### Clock wires, drivers and flops

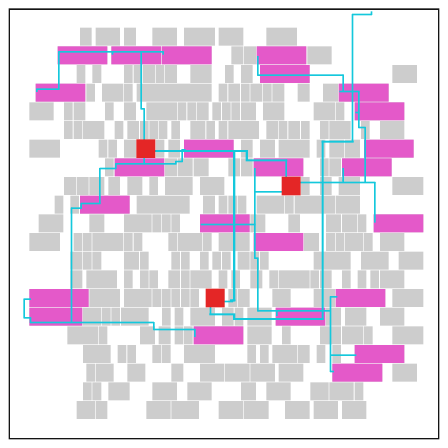
### Placed cells, one colour a class

Bar = 20 um.
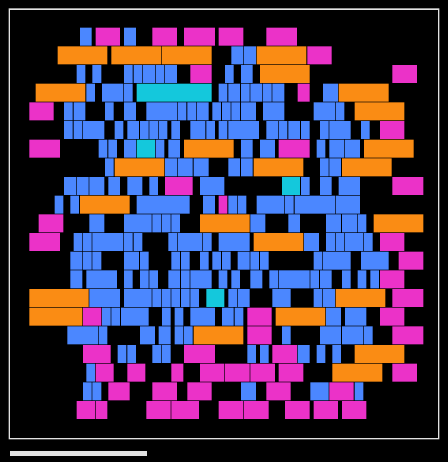
==> config.mk <==
export PLATFORM = sky130hd
export DESIGN_NAME = frame_average_ctrl
export DESIGN_NICKNAME = d
export VERILOG_FILES = /design/src/rtl/frame_average_ctrl.sv
export SDC_FILE = /design/constraint.sdc
export NUM_CORES = 1
export LEC_CHECK = 0
export ABC_AREA = 1
export ABC_CLOCK_PERIOD_IN_PS = 2300
export CORE_MARGIN = 2
export CORE_UTILIZATION = 47
export CTS_CLUSTER_DIAMETER = 40
export DETAILED_ROUTE_END_ITERATION = 10
export GPL_TIMING_DRIVEN = 0
export PLACE_DENSITY = 0.79
export SYNTH_ARGS = -nofsm -noshare
export SYNTH_HDL_FRONTEND = slang
export SYNTH_SLANG_ARGS = --single-unit
export TNS_END_PERCENT = 30
==> constraint.sdc <==
create_clock -name clk -period 2.3 [get_ports clk]
set_clock_uncertainty 0.2 [all_clocks]
set_input_delay 0.575 -clock clk [delete_from_list [all_inputs] [get_ports clk]]
set_output_delay 0.575 -clock clk [all_outputs]
set_load 0.03 [all_outputs]
==> highlights.md <==
Power
• 27.8% — relative contribution of sequential cells to total power
• 0.673 mV — highest ir drop seen on vdd
• 1050 nW/um2 — power density over the cells
• combinational cells — largest power group
• 637 uW — Seq group
• 2.29 mW — Total Power
• 58.5% — Logic pwr share

Cells and area
• 3 — final-layout clock buffer total
• nand2_1, nor2_1, clkdlybuf4s50_1 — Top Layout Cells
• 327 — tally of non-filler cells in the final layout
• nand2_1 — most common cell after layout, fill and taps aside
• 29 — number of ordinary inverters in the final layout
• 14.9% — layout cell share with drive strength beyond 1
• 972 um2 — multi-input gate area in the final layout
• 308 — fin nets
• 24 — sequential cell count
• 2.40% — fraction of area in clock buffers and inverters

Worst setup path
• buf_4 — cell seen most often among critical-path stages
• input pin — element type at the critical path start
• 0.20 ns — setup slack of the worst register-to-register path
• clkdlybuf4s50_1, nand2_1, inv_1, buf_4, buf_4 — cells traversed along the worst timing path
• 5 — cell depth of the worst setup path
• 4 — maximum fanout count along the critical path
• 0.56 ns — stage delay of the slowest cell on the critical path
• in -> out — startpoint-to-endpoint class of the critical path

Yosys
• 40.5% — simple-gate portion of the synthesized area
• 0% — mux contribution to synthesized area
• 6.96 um2 — average instance area after synthesis
• simple AND/OR/NAND/NOR gates — prevailing logic family in the synthesized netlist
• 230 — cell count after synthesis
• 0 — Warnings, synthesis
• 5.47% — post-synthesis share of cell area spent on full adders, half adders and majority gates
• dfxtp_1 — library cell occupying the most area in the post-synthesis netlist

Drt
• 3470 um — aggregate routed wire length
• 1586 — Via Count
• 1620 um — detailed-routing wirelength on met1
• 0 — DRC violation count after routing
• 5 — Pre-antenna DRT Iters
• met4 — top layer used by detailed routing
• 0 — post-route antenna net violation count

Place
• 2110 um2 — area after detailed placement

Flow run
• 0 — Max Cap Violations

Timing
• 2.28 ns — post-route minimum period
• 439 MHz — achievable frequency
• 0.440 ns — Tightest Pin Transition
• 0.0198 ns — final worst setup slack

Min path
• 2 — number of stages on the worst hold path

Clock tree
• clkbuf_4 — root buffer selected by CTS
• 21 — cts repair resizes
• 0.14 ns — Reg clk slew, reported paths
• 0 — count of buffers added by post-CTS timing repair for setup
• 24 — number of sinks handled by clock tree synthesis
• 1 — number of H-tree levels

Outcome
• complete, no violations — run status

Global route
• met2 — busiest grt layer
• 19.1% — overall routing resource usage
• 6040 um — wire length of the first global-routing pass
• 33.0% — global routing usage on met2
• 0 — global route total overflow
• 1381 — vias in the first global route

Die
• 48.3% — Core Util at FP
• 46 — boundary pin count

Back to the opening pictures, 'Clock wires, drivers and flops':
Key: magenta = flip-flops [count 24]; red = cells driving clock nets [count 3]; cyan = clock wires [length 352 um]
Position of the flops: spread over the die.
P_clk: 315 uW
Clk pwr share: 13.7%
clock latency at the later pin of the worst-skew pair: 0.33 ns

Back to the opening pictures, 'Placed cells, one colour a class':
Key: cyan = clock drivers and dummy loads [cells 4]; orange = flip-flops [cells 24]; blue = all other logic [cells 201]; magenta = other buffers and delay cells [cells 52]
fin util: 66.2%
standard cell core area: 3310 um2
sequential cell area share: 22.1%

cells in the mapped netlist:
library cell  count
o21ai_1           4
nand3_1          13
a21oi_2           1
nand4_1           4
nor3_4            1
nor3_1            2
nand2_1          41
nand4_2           1
a21oi_1          11
nand3_2           4
xor2_1            9
buf_4             1
clkinv_1          1
nand2_2           4
nand3b_1          1
nor2_1           41
dfxtp_1          24
o21ai_0          10
and3_1            3
nor2_2            3
nand2_4           2
or2_2             1
buf_2             1
a211oi_1          1
buf_6             2
a31oi_1           1
inv_2             2
ha_1              7
nor4_1            1
clkbuf_1          1
o21bai_1          1
nor2_4            4
inv_4             1
nand4_4           1
inv_1            25
Power figures rest on the tool's default switching activity, not on a simulated workload.
